## src/rtl/add_ovf_pkg.sv

```systemverilog
// Shared defaults and helpers for the registered add/sub overflow detector.
package add_ovf_pkg;

   localparam int WIDTH_DEF = 8;
   localparam int CNT_W_DEF = 8;

   // Saturating increment; callers widen their counter to 32 bits and pass its all-ones ceiling.
   function automatic logic [31:0] sat_inc(input logic [31:0] count, input logic [31:0] max_val);
      return (count == max_val) ? count : count + 32'd1;
   endfunction

endpackage

```

## src/rtl/add_overflow_detect_if.sv

```systemverilog
// Operand/result bundle between a driver and the overflow detector.
interface add_overflow_detect_if #(
   parameter int WIDTH = add_ovf_pkg::WIDTH_DEF,
   parameter int CNT_W = add_ovf_pkg::CNT_W_DEF
);
   logic             in_valid;
   logic [WIDTH-1:0] a;
   logic [WIDTH-1:0] b;
   logic             op_sub;
   logic             sticky_clr;
   logic             out_valid;
   logic [WIDTH-1:0] sum;
   logic             carry;
   logic             overflow;
   logic             ovf_sticky;
   logic [CNT_W-1:0] ovf_count;

   modport master (
      output in_valid, a, b, op_sub, sticky_clr,
      input  out_valid, sum, carry, overflow, ovf_sticky, ovf_count
   );

   modport slave (
      input  in_valid, a, b, op_sub, sticky_clr,
      output out_valid, sum, carry, overflow, ovf_sticky, ovf_count
   );
endinterface

```

## src/rtl/ovf_sign_check.sv

```systemverilog
// Signed-overflow rule from the operand and result sign bits.
module ovf_sign_check (
   input  logic a,
   input  logic b,
   input  logic z,
   output logic overflow
);
   // Operands of equal sign producing a result of the opposite sign.
   assign overflow = (a & b & ~z) | (~a & ~b & z);
endmodule

```

## src/rtl/add_overflow_detect.sv

```systemverilog
// Registered two's-complement adder/subtractor with overflow flag, sticky bit and saturating event counter.
module add_overflow_detect
   import add_ovf_pkg::*;
#(
   parameter int WIDTH = WIDTH_DEF,
   parameter int CNT_W = CNT_W_DEF
) (
   input logic                 clk,
   input logic                 rst,
   add_overflow_detect_if.slave bus
);
   localparam logic [CNT_W-1:0] CNT_MAX = '1;

   logic [WIDTH-1:0] b_eff;
   logic             cin;
   logic [WIDTH:0]   total_n;
   logic             ovf_n;

   // Subtraction as a + ~b + 1 so carry-out reads as "no borrow".
   always_comb begin
      b_eff   = bus.op_sub ? ~bus.b : bus.b;
      cin     = bus.op_sub;
      total_n = {1'b0, bus.a} + {1'b0, b_eff} + {{WIDTH{1'b0}}, cin};
   end

   ovf_sign_check u_sign_check (
      .a        (bus.a[WIDTH-1]),
      .b        (b_eff[WIDTH-1]),
      .z        (total_n[WIDTH-1]),
      .overflow (ovf_n)
   );

   always_ff @(posedge clk or posedge rst) begin
      if (rst) begin
         bus.out_valid <= 1'b0;
         bus.sum       <= '0;
         bus.carry     <= 1'b0;
         bus.overflow  <= 1'b0;
      end else begin
         bus.out_valid <= bus.in_valid;
         if (bus.in_valid) begin
            bus.sum      <= total_n[WIDTH-1:0];
            bus.carry    <= total_n[WIDTH];
            bus.overflow <= ovf_n;
         end
      end
   end

   // Clear wins over a same-edge overflow event.
   always_ff @(posedge clk or posedge rst) begin
      if (rst) begin
         bus.ovf_sticky <= 1'b0;
         bus.ovf_count  <= '0;
      end else if (bus.sticky_clr) begin
         bus.ovf_sticky <= 1'b0;
         bus.ovf_count  <= '0;
      end else if (bus.in_valid && ovf_n) begin
         bus.ovf_sticky <= 1'b1;
         bus.ovf_count  <= CNT_W'(sat_inc(32'(bus.ovf_count), 32'(CNT_MAX)));
      end
   end
endmodule

```

## src/flat_wrapper.sv

```systemverilog
// flat-port wrapper written by rule: the top's interface ports become plain ports
module add_overflow_detect_flat import add_ovf_pkg::*;
#(
   parameter int WIDTH = WIDTH_DEF,
   parameter int CNT_W = CNT_W_DEF
)
  (clk, rst, bus_in_valid, bus_a, bus_b, bus_op_sub, bus_sticky_clr, bus_out_valid, bus_sum, bus_carry, bus_overflow, bus_ovf_sticky, bus_ovf_count);
  add_overflow_detect_if #(.WIDTH(WIDTH), .CNT_W(CNT_W)) bus_i ();
  input logic clk;
  input logic rst;
  input wire logic [$bits(bus_i.in_valid)-1:0] bus_in_valid;
  input wire logic [$bits(bus_i.a)-1:0] bus_a;
  input wire logic [$bits(bus_i.b)-1:0] bus_b;
  input wire logic [$bits(bus_i.op_sub)-1:0] bus_op_sub;
  input wire logic [$bits(bus_i.sticky_clr)-1:0] bus_sticky_clr;
  output wire logic [$bits(bus_i.out_valid)-1:0] bus_out_valid;
  output wire logic [$bits(bus_i.sum)-1:0] bus_sum;
  output wire logic [$bits(bus_i.carry)-1:0] bus_carry;
  output wire logic [$bits(bus_i.overflow)-1:0] bus_overflow;
  output wire logic [$bits(bus_i.ovf_sticky)-1:0] bus_ovf_sticky;
  output wire logic [$bits(bus_i.ovf_count)-1:0] bus_ovf_count;
  assign bus_i.in_valid = bus_in_valid;
  assign bus_i.a = bus_a;
  assign bus_i.b = bus_b;
  assign bus_i.op_sub = bus_op_sub;
  assign bus_i.sticky_clr = bus_sticky_clr;
  assign bus_out_valid = bus_i.out_valid;
  assign bus_sum = bus_i.sum;
  assign bus_carry = bus_i.carry;
  assign bus_overflow = bus_i.overflow;
  assign bus_ovf_sticky = bus_i.ovf_sticky;
  assign bus_ovf_count = bus_i.ovf_count;
  add_overflow_detect #(.WIDTH(WIDTH), .CNT_W(CNT_W)) u_core (.clk(clk), .rst(rst), .bus(bus_i));
endmodule
```

## config.mk

```make
export PLATFORM = sky130hd
export DESIGN_NAME = add_overflow_detect_flat
export DESIGN_NICKNAME = d
export VERILOG_FILES = /design/src/rtl/add_ovf_pkg.sv /design/src/rtl/add_overflow_detect_if.sv /design/src/rtl/ovf_sign_check.sv /design/src/rtl/add_overflow_detect.sv /design/src/flat_wrapper.sv
export SDC_FILE = /design/constraint.sdc
export NUM_CORES = 1
export LEC_CHECK = 0
export ABC_AREA = 1
export CAP_MARGIN = 20
export CORE_MARGIN = 2
export CORE_UTILIZATION = 48
export CTS_BUF_LIST = sky130_fd_sc_hd__clkbuf_8 sky130_fd_sc_hd__clkbuf_16
export CTS_CLUSTER_DIAMETER = 200
export DETAILED_ROUTE_END_ITERATION = 8
export PLACE_DENSITY = 0.8
export SYNTH_ARGS = -nofsm -noshare
export SYNTH_HDL_FRONTEND = slang
export SYNTH_SLANG_ARGS = --single-unit
```

## constraint.sdc

```tcl
create_clock -name clk -period 1.5 [get_ports clk]
set_input_delay 0.45 -clock clk [delete_from_list [all_inputs] [get_ports clk]]
set_output_delay 0.45 -clock clk [all_outputs]
set_load 0.05 [all_outputs]
```

==> run_1/pdn.png <==
Pins as bars on the die edge. Tap cells in grey.
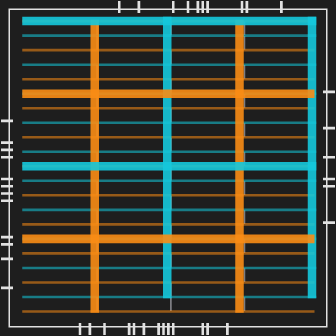
| colour | net |
|---|---|
| cyan | VDD |
| orange | VSS |
rows: 20
met5 straps: 4
met4 straps: 4
met1 rails: 21
tap cells: 33
Die X: 59.2 um
Die Y: 59.2 um
maximum vdd drop: 0.705 mV
core area: 2980 sq um

==> run_1/cell_classes.png <==
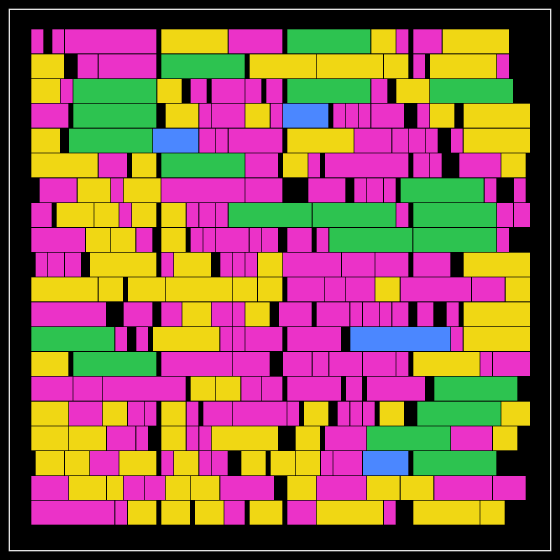
| colour | class | cells | share of their area |
|---|---|---|---|
| blue | clock drivers and dummy loads | 4 | 2.6% |
| green | flip-flops | 20 | 18% |
| magenta | all other logic | 155 | 44% |
| yellow | other buffers and delay cells | 85 | 35% |
final core occ: 93.5%
FP Rows: 20
Final Cell Area: 2790 sq um
sequential share of cell area: 18.0%

==> run_1/clock_map.png <==
Scale bar: 20 um.
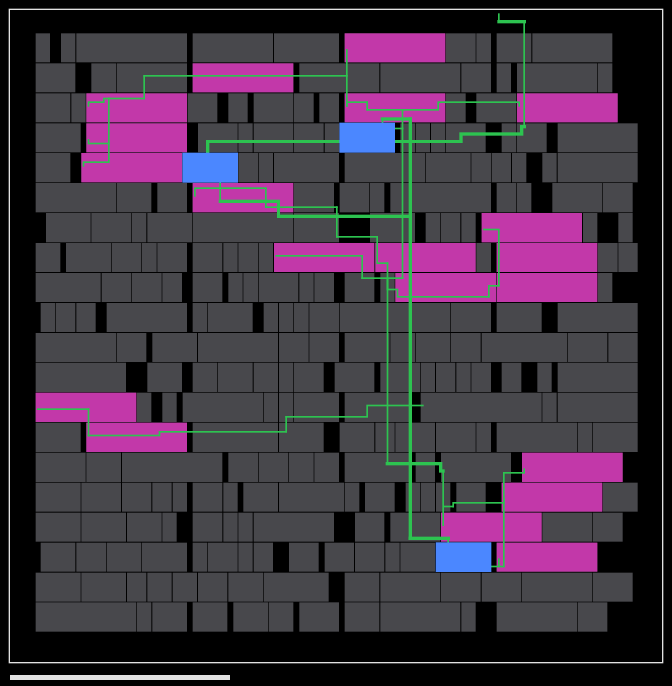
[green] clock wires | length: 349 um
[blue] cells driving clock nets | count: 3
[magenta] flip-flops | count: 20
routed clock nets: 4

## run 1: flip-flops by register name, indices dropped and copies added, names as in the netlist
register / cells
u_core.bus.ovf_sticky: 1
u_core.bus.ovf_count: 8
u_core.bus.carry: 1
u_core.bus.out_valid: 1
u_core.bus.overflow: 1
u_core.bus.sum: 8
## run 1: power by group through the flow
stage / combinational, uW / sequential, uW / clock, uW
2_1_floorplan: 396 / 964 / 0
3_3_place_gp: 1240 / 712 / 0
3_5_place_dp: 1270 / 713 / 0
4_1_cts: 1470 / 704 / 557
5_1_grt: 1740 / 719 / 594
6_report: 1690 / 720 / 586
## run 1: repair_timing
action | CTS | global route
pin swaps | 41 | 8
hold buffers | 0 | 0
endpoints found under the setup margin | 18 | 17
resized | 72 | 10
buffers inserted | 13 | 5
==> ci_impl_report.md, run 1 <==
### Flow metrics

| Metric | Value |
|---|---|
| Outcome | `complete, but fails checks` |
| Failing checks | `negative setup slack` |
| Basic Gates by Area | `34.0%` |
| Met3 routed WL | `922 um` |
| Mapped Nets | `210` |
| Hold path endpoint | `u_core.bus.ovf_sticky` |
| Non-clk buf share | `34.2%` |
| Post-synthesis cell type count | `29` |
| DP Area | `2320 sq um` |
| CP Cell Sequence | `dlygate4sd2_1 > xor2_1 > ha_4 > nand2_2 > a21oi_4 > nor2_4 > buf_4 > nand3_4 > nand3_2 > nand3_4 > nand2_4 > nand3_1 > nand2_1` |
| Clock Skew | `0.000896 ns` |
| Pre-Repair DR Iteration Count | `7` |
| Yosys top cell by area | `dfrtp_1` |
| CTS Buf Count | `3` |
| Commonest cells in the synthesized netlist | `nand2_1, nand3_1, dfrtp_1` |
| Async SR Flop Fraction | `100%` |
| WL met2 | `3810 um` |
| Setup ws final | `-0.917 ns` |
| Crit path time final | `2.42 ns` |
| Fill count | `93` |
| Sequential share of power | `24.0%` |
| Antenna violations before repair | `1` |
| Stages on the worst setup path | `13` |
| Largest net degree at the start of global routing | `21` |
| Cycle use final | `161%` |
| Vias in the first global route | `1688` |
| Port Buffers | `40` |
| Well-tap cell count | `33` |
| Routed wire length | `8130 um` |
| Register area | `500 sq um` |
| Routability cong. | `0.796` |
| Clock buf count | `3` |
| Most numerous cell on the critical path | `nand3_4` |
| Synth Cell Area | `1460 sq um` |
| Area share, top type | `34.2%` |
| GRT met2 Usage | `62.5%` |
| Area fraction in compound gates | `7.96%` |
| Reg2Reg Launch Point | `u_core.bus.ovf_count[0]` |
| Drt wl/cell | `27.3 um` |
| NumNets Final | `296` |
| Hold Crit Start | `u_core.bus.ovf_sticky` |
| Crit-path leading delay family | `simple AND/OR/NAND/NOR gates` |
| Nonclk inv count | `19` |
| # setup viols final | `18` |
| Top cells by area | `dfrtp_1, nand2_1, nand3_1` |
| Flop2flop setup slack | `-0.63 ns` |
| Internal | `1740 uW` |
| P&R area growth vs syn | `90.4%` |
| Worst reg2reg path endpoint | `u_core.bus.ovf_count[7]` |
| CTS clock-pin slew for the worst setup and hold paths | `0.08 ns` |
| Top sig layer | `met4` |
| First-pass GRT wire length | `8720 um` |
| Tool warnings | `31` |
| Nonclk buf count | `85` |
| Worst setup endpoint | `u_core.bus.ovf_count[5]` |
| EDFF count, synth | `0` |
| Worst setup SP type | `input pin` |
| Vias | `1948` |
| Share of total power in combinational logic | `56.5%` |
| Layout cell share with drive strength beyond 1 | `50.0%` |
| FF-to-FF path depth | `8` |
| Starting Density | `49.1%` |
| Logic cell area | `1140 sq um` |
| Slew Limit Fails | `0` |
| Synth logic family | `simple AND/OR/NAND/NOR gates` |
| P per Cell Area | `1080 nW/um^2` |
| Logic share of the area | `40.9%` |
| CTS sink cnt | `20` |
| Critical path class | `in2reg` |
| Gr ovfl total | `0` |
| Fmax achieved | `0.414 GHz` |
| Cells in synth_stat.txt | `179` |
| Mux share | `0%` |
| Sequential element share of the synthesized area | `34.2%` |
| Mapped Cells | `179` |
| Power share of the clock group | `19.5%` |
| Clk tree area frac | `2.56%` |
| Count of state elements after synthesis | `20` |
| YS chip area | `1460 sq um` |
| Most common flop cell mapped by yosys | `dfrtp_1` |
| Place WS | `-1.16 ns` |
==> run_1/final_congestion.png <==
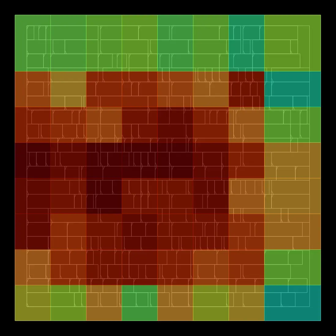

==> run 2: changes to the inputs <==
Settings changed: REMOVE_ABC_BUFFERS set to 1, TNS_END_PERCENT set to 100.
==> run_2/final_congestion.png <==
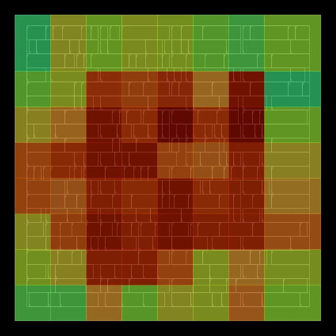
GRT met2 Usage: 62.2%
final core occ: 96.6%

==> run 2 against run 1 <==
The run still ends with negative setup slack left. Sequential cell count did not move. Non-clock buffer count rose by 1. Final area rose by 3.3%. Critical path depth rose by 2. Clock skew barely moved. Count of clock-buffer cells in the layout did not move. Via count fell by 2.5%. Total power fell by 5.7%. Clock power fell by 38%. Register-to-register slack improved by 0.13 ns. Sequential power barely moved. Sequential share of layout area fell by 0.57 points. Critical endpoint is now u_core.bus.ovf_count[4].
==> ci_impl_report.md, run 2 <==
### Flow metrics

| Metric | Value |
|---|---|
| Share of total power in combinational logic | `61.5% (+5.0 points)` |
| Min Hold Slack | `0.575 ns` |
| Largest stage delay, worst path | `0.31 ns` |
| Most numerous cell on the critical path | `nand2_4` |
| Starting Density | `49.1% (unchanged)` |
| Internal | `1600 uW (-8.5%)` |
| Switching share of total power | `43.6%` |
| Power share of the clock group | `13.0% (-6.5 points)` |
| Critical-path top delay cell | `ha_4` |
| Final ANT Viol Nets | `0` |
| Chip Area | `3500 sq um` |
| Slew Limit Fails | `0 (unchanged)` |
| Worst setup endpoint | `u_core.bus.ovf_count[4]` |
| Top cells excl fill/tap | `buf_4, nand2_1, buf_12` |
| GR met3 Demand/Resource | `5.24%` |
| Commonest cells in the synthesized netlist | `nand2_1, nand3_1, dfrtp_1` |
| Most common flop cell mapped by yosys | `dfrtp_1` |
| DR iter-0 viols | `276` |
| Cell with the most instances after synthesis | `nand2_1` |
| Via density | `6.39` |
| YS chip area | `1460 sq um (unchanged)` |
| P&R area growth vs syn | `96.7%` |
| Root Buffer | `clkbuf_8` |
| Basic Gates by Area | `34.0% (unchanged)` |
| Setup ws final | `-0.658 ns (+0.260 ns)` |
| Reg2Reg Launch Point | `u_core.bus.ovf_count[0]` |
| Post-CTS Hold Buffers | `0 (unchanged)` |
| CTS Buf Count | `3 (unchanged)` |
| Arr. time, crit path | `2.35 ns` |
| Tool warnings | `28 (-9.7%)` |
| Antenna violations before repair | `0 (-1)` |
| Vias | `1899 (-2.5%)` |
| Synth Cell Area | `1460 sq um (unchanged)` |
| Worst setup SP type | `input pin` |
| Later-pin clock latency in the skew report | `0.25 ns` |
| Failing checks | `negative setup slack` |
| WL met2 | `3710 um (-2.5%)` |
| Crit path time final | `2.16 ns (-0.260 ns)` |
| Syn_area_per_cell | `8.17 sq um` |
| Layout cell share with drive strength beyond 1 | `54.5% (+4.5 points)` |
| Vias in the first global route | `1822 (+7.9%)` |
| H-Tree Depth | `1` |
| CP bufs+invs | `3` |
| Worst slew margin | `68.2%` |
| Fill count | `53 (-43%)` |
| Port Buffers | `40 (unchanged)` |
| Die X | `59.2 um (unchanged)` |
| Flop2flop setup slack | `-0.50 ns (+0.13 ns)` |
| Cells in synth_stat.txt | `179 (unchanged)` |
| CTS tree | `built` |
| Crit Path Max Fanout | `8` |
| Worst reg2reg path endpoint | `u_core.bus.ovf_count[1]` |
| Met1 wire length | `2430 um` |
| DP HPWL | `2780 um` |
| P per Cell Area | `983 nW/um^2 (-8.7%)` |
| Critical Path Sink Type | `flip-flop` |
| Top sig layer | `met4` |
| Met1 Use GR | `41.3%` |
| Cycle use final | `144% (-17 points)` |
| # diodes | `0` |
| Top cell excl fill/tap | `buf_4` |
| FF-to-FF path depth | `8 (unchanged)` |
| Die Y | `59.2 um (unchanged)` |
| First-pass GRT wire length | `9150 um (+4.9%)` |
| # setup viols final | `18 (unchanged)` |
| Area fraction in compound gates | `7.96% (unchanged)` |
| Xor+xnor area frac | `7.19%` |
| Combinational logic power | `1740 uW (+3%)` |
| Routed wire length | `7300 um (-10%)` |
| Worst endpoint required time | `1.69 ns` |
| Stages on the worst setup path | `15 (+2)` |
| Boundary Pins | `41` |
| Sequential share of power | `25.5% (+1.5 points)` |
| Clock Skew | `0.000806 ns (-0.0000902 ns)` |
| Hold WC Path Type | `in2async` |
| Largest net degree at the start of global routing | `21 (unchanged)` |
| EDFF count, synth | `0 (unchanged)` |
| Post-synthesis cell type count | `29 (unchanged)` |
| Largest regs | `u_core.bus.ovf_count: 8 flops, u_core.bus.sum: 8 flops` |
| Seq power | `722 uW (about the same)` |
| Unrepaired setup endpoints after global routing | `true` |
| Area share, top type | `34.2% (unchanged)` |
| DRC errors left | `0` |
| Final Cell Area | `2880 sq um (+3.3%)` |
| Gr busiest metal | `met2` |
| DP Area | `2260 sq um (-2.4%)` |
| NumNets Final | `297 (+0.34%)` |
| Fin Setup TNS | `-9.39 ns` |
| Place WS | `-1.20 ns (-0.0363 ns)` |
| CTS clock-pin slew for the worst setup and hold paths | `0.08 ns (about the same)` |
| Outcome | `complete, but fails checks` |
| Yosys top cell by area | `dfrtp_1` |
| Switch Pwr | `1230 uW` |
| Max power group | `combinational cells` |
| Yosys warnings | `0` |
| # resized after CTS | `83 (+15%)` |
| Pleak | `0.00132 uW` |
| Non-filler instance count after layout | `297` |
| Count of state elements after synthesis | `20 (unchanged)` |
| Gr usage total | `35.5%` |
| Crit-path leading delay family | `simple AND/OR/NAND/NOR gates` |
| CP Cell Sequence | `buf_8 > buf_12 > buf_6 > xor2_4 > ha_4 > nand2_4 > nor2_4 > nand2_8 > nand2_4 > nand2_4 > nand3_2 > nand3_4 > nand2_8 > nand3_2 > nand2_2` |
| FP Rows | `20 (unchanged)` |
| Actual slew at the worst max-slew pin | `0.476 ns` |
| Mux share | `0% (unchanged)` |
| Cells after DPL | `274` |
| Top cells by area | `dfrtp_1, nand2_1, nand3_1` |
| CTS Buffer Depth | `2` |
| Routability cong. | `0.850 (+6.9%)` |
| Gr ovfl total | `0 (unchanged)` |
| Sequential element share of the synthesized area | `34.2% (unchanged)` |
| Core area | `2980 sq um (unchanged)` |
| Yosys adder share | `9.07%` |
| MaxCap Viol Count | `0` |
| CTS sink cnt | `20 (unchanged)` |
| Synth logic family | `simple AND/OR/NAND/NOR gates` |
| Maximum vdd drop | `0.782 mV (+11%)` |
| Hold Vio Cnt, Final | `0` |
| Critical path class | `in2reg` |
| Post-CTS setup buffers | `13 (unchanged)` |
| Met3 routed WL | `595 um (-35%)` |
| Fmax achieved | `0.463 GHz (+12%)` |
| Drt wl/cell | `24.6 um (-9.9%)` |
| Async SR Flop Fraction | `100% (unchanged)` |
| Mapped Cells | `179 (unchanged)` |
| Final Power | `2830 uW` |
| Clk pwr | `366 uW (-38%)` |
| Setup crit start | `bus_op_sub` |
| Pre-Repair DR Iteration Count | `8 (+1)` |
## run 2: cell count changes in the layout (fill, tap and decap cells not counted), moves of 2 or more
cell / change
nand2_1: -3
buf_6: -5
clkdlybuf4s15_1: +4
xor2_2: +2
nand3_1: -4
nand2_8: +2
xor2_4: +2
nand3_2: +3
buf_4: +4
dlygate4sd2_1: -4
xor2_1: -4
## run 2: area by class of cell
| type | instances | area, sq um | share of cell area, % |
|---|---|---|---|
| timing repair buffer | 86 | 967 | 33.6 |
| multi-input combinational | 136 | 1250 | 43.5 |
| inverter | 19 | 73.8 | 2.57 |
| tap | 33 | 41.3 | 1.44 |
| sequential | 20 | 500 | 17.4 |
| clock buffer | 3 | 41.3 | 1.44 |
Power is estimated from default activity; no workload was simulated.
